Figure 1. Signal wires on met3 (run 1).
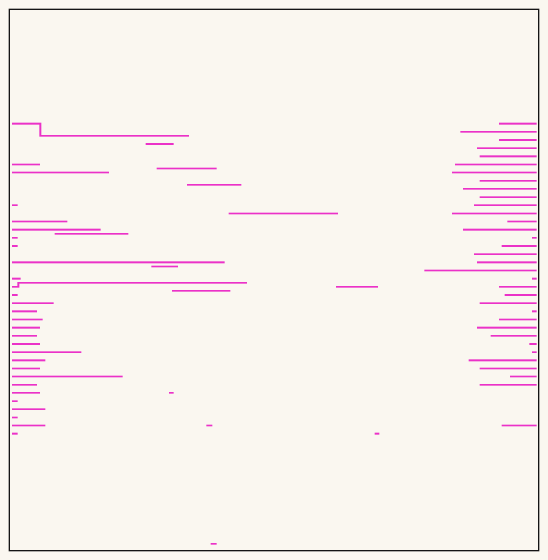
Figure 2. Signal wires by layer (run 1).
The bar under the picture is 20 µm long. Only two layers are drawn.
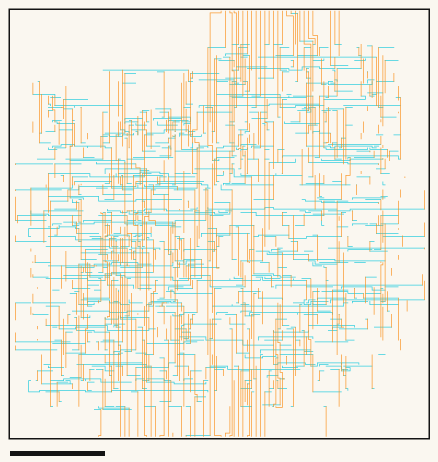
Figure 3. The metal 2 layer (run 1).
The bar under the picture is 20 µm long.
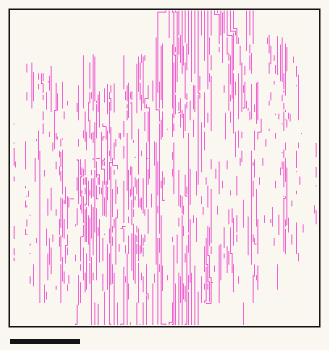
==> config.mk <==
export PLATFORM = sky130hd
export DESIGN_NAME = vga_text_render_flat
export DESIGN_NICKNAME = d
export VERILOG_FILES = /design/src/rtl/vga_pkg.sv /design/src/rtl/vga_text_render_if.sv /design/src/rtl/vga_delay_line.sv /design/src/rtl/vga_text_render.sv /design/src/flat_wrapper.sv
export SDC_FILE = /design/constraint.sdc
export NUM_CORES = 1
export LEC_CHECK = 0
export CORE_AREA = 4 4 84 86
export CTS_CLUSTER_DIAMETER = 50
export DETAILED_ROUTE_END_ITERATION = 6
export DIE_AREA = 0 0 88 90
export GPL_TIMING_DRIVEN = 0
export PLACE_DENSITY = 0.85
export SLEW_MARGIN = 20
export SYNTH_ARGS = -nofsm -noshare
export SYNTH_HDL_FRONTEND = slang
export SYNTH_SLANG_ARGS = --single-unit
==> constraint.sdc <==
create_clock -name clk -period 5.95 [get_ports clk]
set_input_delay 0.595 -clock clk [delete_from_list [all_inputs] [get_ports clk]]
set_output_delay 0.595 -clock clk [all_outputs]
set_load 0.02 [all_outputs]
==> run summary, run 1 <==
Synthesis and PnR results.

- The flow ran to the end, and the final reports show no timing, DRC or antenna violations.
- The most frequently used flop master after synthesis reads sky130_fd_sc_hd__dfxtp_1.
- Yosys reported a register bit count of 62.
- The number of instances in the synthesized netlist is 285.
- The root buffer cell reads sky130_fd_sc_hd__clkbuf_8.
- The total number of cells along the worst setup path reads 8.
- The count of clock buffers in the final design reads 13.
- After filler insertion, the fill cell instance count of the layout stands at 492.
- The simple-gate area share of the yosys netlist reads 16.10%.
- The setup total negative slack reads 0 ps.
- The number of H-tree branching levels reads 3.
- Traced cell by cell, the critical path runs through clkdlybuf4s50_1 -> fa_1 -> fa_1 -> a21o_1 -> a21oi_1 -> o21ai_0 -> mux2i_1 -> a311o_1.
- The maximum cell stage delay along the critical path is 590 ps.
- The path depth of the worst reg2reg path reads 6.
- The flip-flop count of the largest register after layout reads 22.
- Per the layout area report, the sequential fraction of cell area is 28.39%.
- The most common cell after layout, fill and taps aside is sky130_fd_sc_hd__clkdlybuf4s50_1.
- The remaining number of nets flagged by the antenna check after routing reads 0.
- The flow measured a signed area growth from synthesis to layout of 49.57%.
- The number of flip-flops and latches reads 62.
- In this run the power spent charging and discharging nets is 0.0002558 W.
- The final setup violation count reads 0.
- The arrival time at the worst endpoint reads 3260 ps.
- After clock tree synthesis, the repair step resized 0 gates.
- After synthesis, the most frequently instantiated cells are sky130_fd_sc_hd__dfxtp_1, sky130_fd_sc_hd__mux2i_1, sky130_fd_sc_hd__nor2b_1.
- The non-clock buffer count in the final layout is 133.
- The die is 90 µm tall.
- The compound-cell area share of the yosys netlist is 5.822%.
- The internal portion of the total power is 0.0007694 W.
- The highest fanout seen on the critical path reads 4.
- The via count of the first global-routing pass reads 2513.
- The biggest combinational cell group after synthesis is multiplexers.
- In this run, the synthesized area fraction spent on adder and majority cells is recorded as 6.507%.
- Setup repair after global routing left no endpoint under its margin.
- The hold violation total from the final report is 0.
- The well-tap cell count reads 77.
- The endpoint kind of the worst setup timing path is a flip-flop.
- The clock latency on the worst-skew pair reads 330 ps.
- The clock-net power is 0.000374 W.
- The run reported a max-capacitance violation count of 0.
- The area share of the leading cell type in the synthesized netlist reads 42.47%.
- The number of cells on the worst hold path is listed as 2.
- Looking at the area split, the leading class of cells is logic gates.
## Picture notes: Figure 1
wire length on this layer: 585 µm
share of all routed wire: 8.2%
main direction: horizontal
nets with wire on the layer: 68
longest straight run: 38.0 µm
met3 Usage GRT: 5.667%
via total after detailed routing: 2447
wire length reported by the detailed router: 7.168 mm

## Picture notes: Figure 2
legend:
  met2:
    colour: orange
    wire_length: 3590 µm
  met1:
    colour: cyan
    wire_length: 2910 µm
Tot GR Track Use: 18.86%
per-cell routed wire length: 14.54 µm

## Picture notes: Figure 3
main direction: vertical
wire length on this layer: 3590 µm
met2 track utilization from global routing: 32.35%

[run 1: metrics by stage]
step	std cells	setup WS (ps)	hold slack [ps]	utilization [%]	power, W
after floorplan	285	3354	441.3	-	0.0005589
after global placement	477	2671	434.8	66.43	0.0006553
after detailed placement	477	2583	440.0	66.43	0.0006608
after CTS	493	2924	449.4	69.64	0.001034
after global routing	493	2795	479.0	69.64	0.001076
final	493	2913	444.4	69.64	0.001025
[run 1: routing by layer]
| layer | global-route usage [%] | vias to the layer above |
|---|---|---|
| met5 | 0 | - |
| met4 | 6.138 | 0 |
| met3 | 5.667 | 7 |
| met2 | 32.35 | 83 |
| met1 | 22.03 | 1122 |
| li1 | - | 1235 |
==> run 2, diff against run 1 <==
--- a/config.mk
+++ b/config.mk
@@ -5,12 +5,12 @@
 export SDC_FILE = /design/constraint.sdc
 export NUM_CORES = 1
 export LEC_CHECK = 0
-export CORE_AREA = 4 4 84 86
+export CORE_AREA = 4 4 92 94
 export CTS_CLUSTER_DIAMETER = 50
 export DETAILED_ROUTE_END_ITERATION = 6
-export DIE_AREA = 0 0 88 90
+export DIE_AREA = 0 0 96 98
 export GPL_TIMING_DRIVEN = 0
-export PLACE_DENSITY = 0.85
+export PLACE_DENSITY = 0.75
 export SLEW_MARGIN = 20
 export SYNTH_ARGS = -nofsm -noshare
 export SYNTH_HDL_FRONTEND = slang
==> constraint.sdc (replaced) <==
create_clock -name clk -period 2.43 [get_ports clk]
set_input_delay 0.243 -clock clk [delete_from_list [all_inputs] [get_ports clk]]
set_output_delay 0.243 -clock clk [all_outputs]
set_load 0.02 [all_outputs]
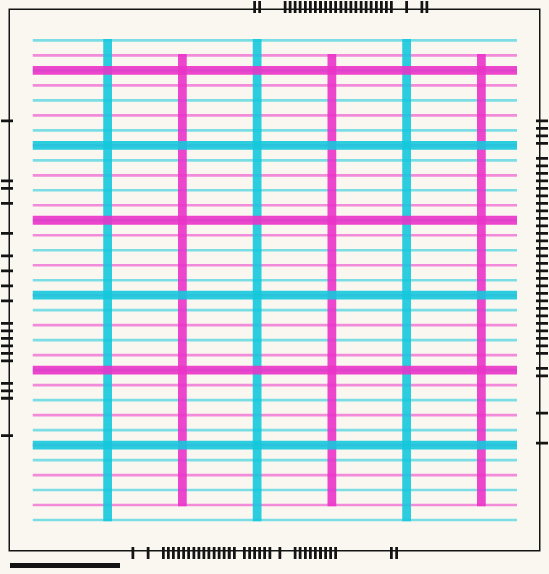
Figure 4: run 2, power grid.
The bar under the picture is 20 µm long. Pins as bars on the die edge.
legend:
  VDD:
    colour: magenta
  VSS:
    colour: cyan
rows: 32
met4 straps: 6
signal pins: 116
met5 straps: 6
die height: 98 µm
Core Box Area: 7647 µm²
IR Drop Worst-Case VDD: 0.3866 mV
width of the chip: 96 µm

==> run 2 against run 1 <==
  * Sequential cell count unchanged
  * Total power increased to 2.6 times the previous value
  * Clock power increased to 3.0 times the previous value
  * Global-route usage decreased by 2.6 points
  * Largest power group is now clock
==> run summary, run 2 <==
Synthesis and PnR results.

- The run finished with clean final reports.
- The hold violation total from the final report is 0 (unchanged).
- The endpoint kind of the worst setup timing path reads a flip-flop.
- The number of H-tree branching levels is 3 (unchanged).
- The worst slack on hold paths reads 450.5 ps (+6.122 ps).
- The number of flip-flops and latches is 62 (unchanged).
- The area overhead of the layout relative to synthesis is 52.48%.
- The sequential cell area share is 27.85% (-0.54 points).
- The non-clock buffer count in the final layout reads 134 (+0.75%).
- Looking at the area split, the leading class of cells is logic gates.
- The most common cell after layout, fill and taps aside reads sky130_fd_sc_hd__clkdlybuf4s50_1.
- The depth of the worst hold-timing path came to 2 (unchanged).
- The utilization after layout reads 58.28% (-11 points).
- The total wirelength of the detailed-routed design came to 7.127 mm (-0.57%).
- The met2 routing resource usage after global routing came to 27.08% (-5.3 points).
- The flip-flop count of the largest register after layout reads 22 (unchanged).
- The root buffer cell reads sky130_fd_sc_hd__clkbuf_8.
- The count of maximum capacitance violations came to 0 (unchanged).
- The routed wirelength normalized by instance count is 13.73 µm (-5.6%).
- The path depth of the worst reg2reg path is 6 (unchanged).
- The met1 track utilization from global routing is 20.40% (-1.6 points).
- The reported net switching power came to 0.0006422 W (+150%).
- The remaining number of nets flagged by the antenna check after routing reads 0 (unchanged).
- The signal on the critical path passes through clkdlybuf4s50_1 -> ha_1 -> ha_1 -> fa_2 -> a21o_1 -> a21oi_2 -> o21ai_1 -> mux2i_1 -> a311o_1.
- The busiest metal layer after global routing reads met2.
- The post-layout total power is 0.002706 W (+160%).
- The well-tap cell count is 102 (+32%).
- The highest fanout seen on the critical path is 3 (-1).
- The count of placed standard cells including taps is 502 (+5.2%).
- The number of instances in the synthesized netlist was 285 (unchanged).
## run 2: cell counts after synthesis
No cell type changed its count.
## run 2: what timing repair did
| item | in CTS | in global routing |
|---|---|---|
| endpoints found under the setup margin | 1 | 1 |
| gates resized | 5 | 2 |
| pin swaps | 1 | 0 |
| setup buffers | 1 | 0 |
## run 2: through the flow
step	cell area (µm²)	TNS, ps	worst slack [ps]
global route	4457	0	33.26
finish	4457	0	129.6
CTS	4454	0	33.52
floorplan	2923	0	186.4
global placement	4202	-889.1	-502.8
detailed placement	4202	-1211	-534.5
## run 2: kinds of logic (layout without fill, tap and decap cells)
logic type,after synthesis,count (layout),share of synthesized area (%)
compound gates,28,28,5.822
xor+xnor,21,21,6.293
fa+ha+maj,14,14,6.507
buf+inv,19,151,3.211
flops,62,62,42.47
mux,54,54,19.61
simple gates,87,87,16.10
Power and IR drop assume default switching activity.
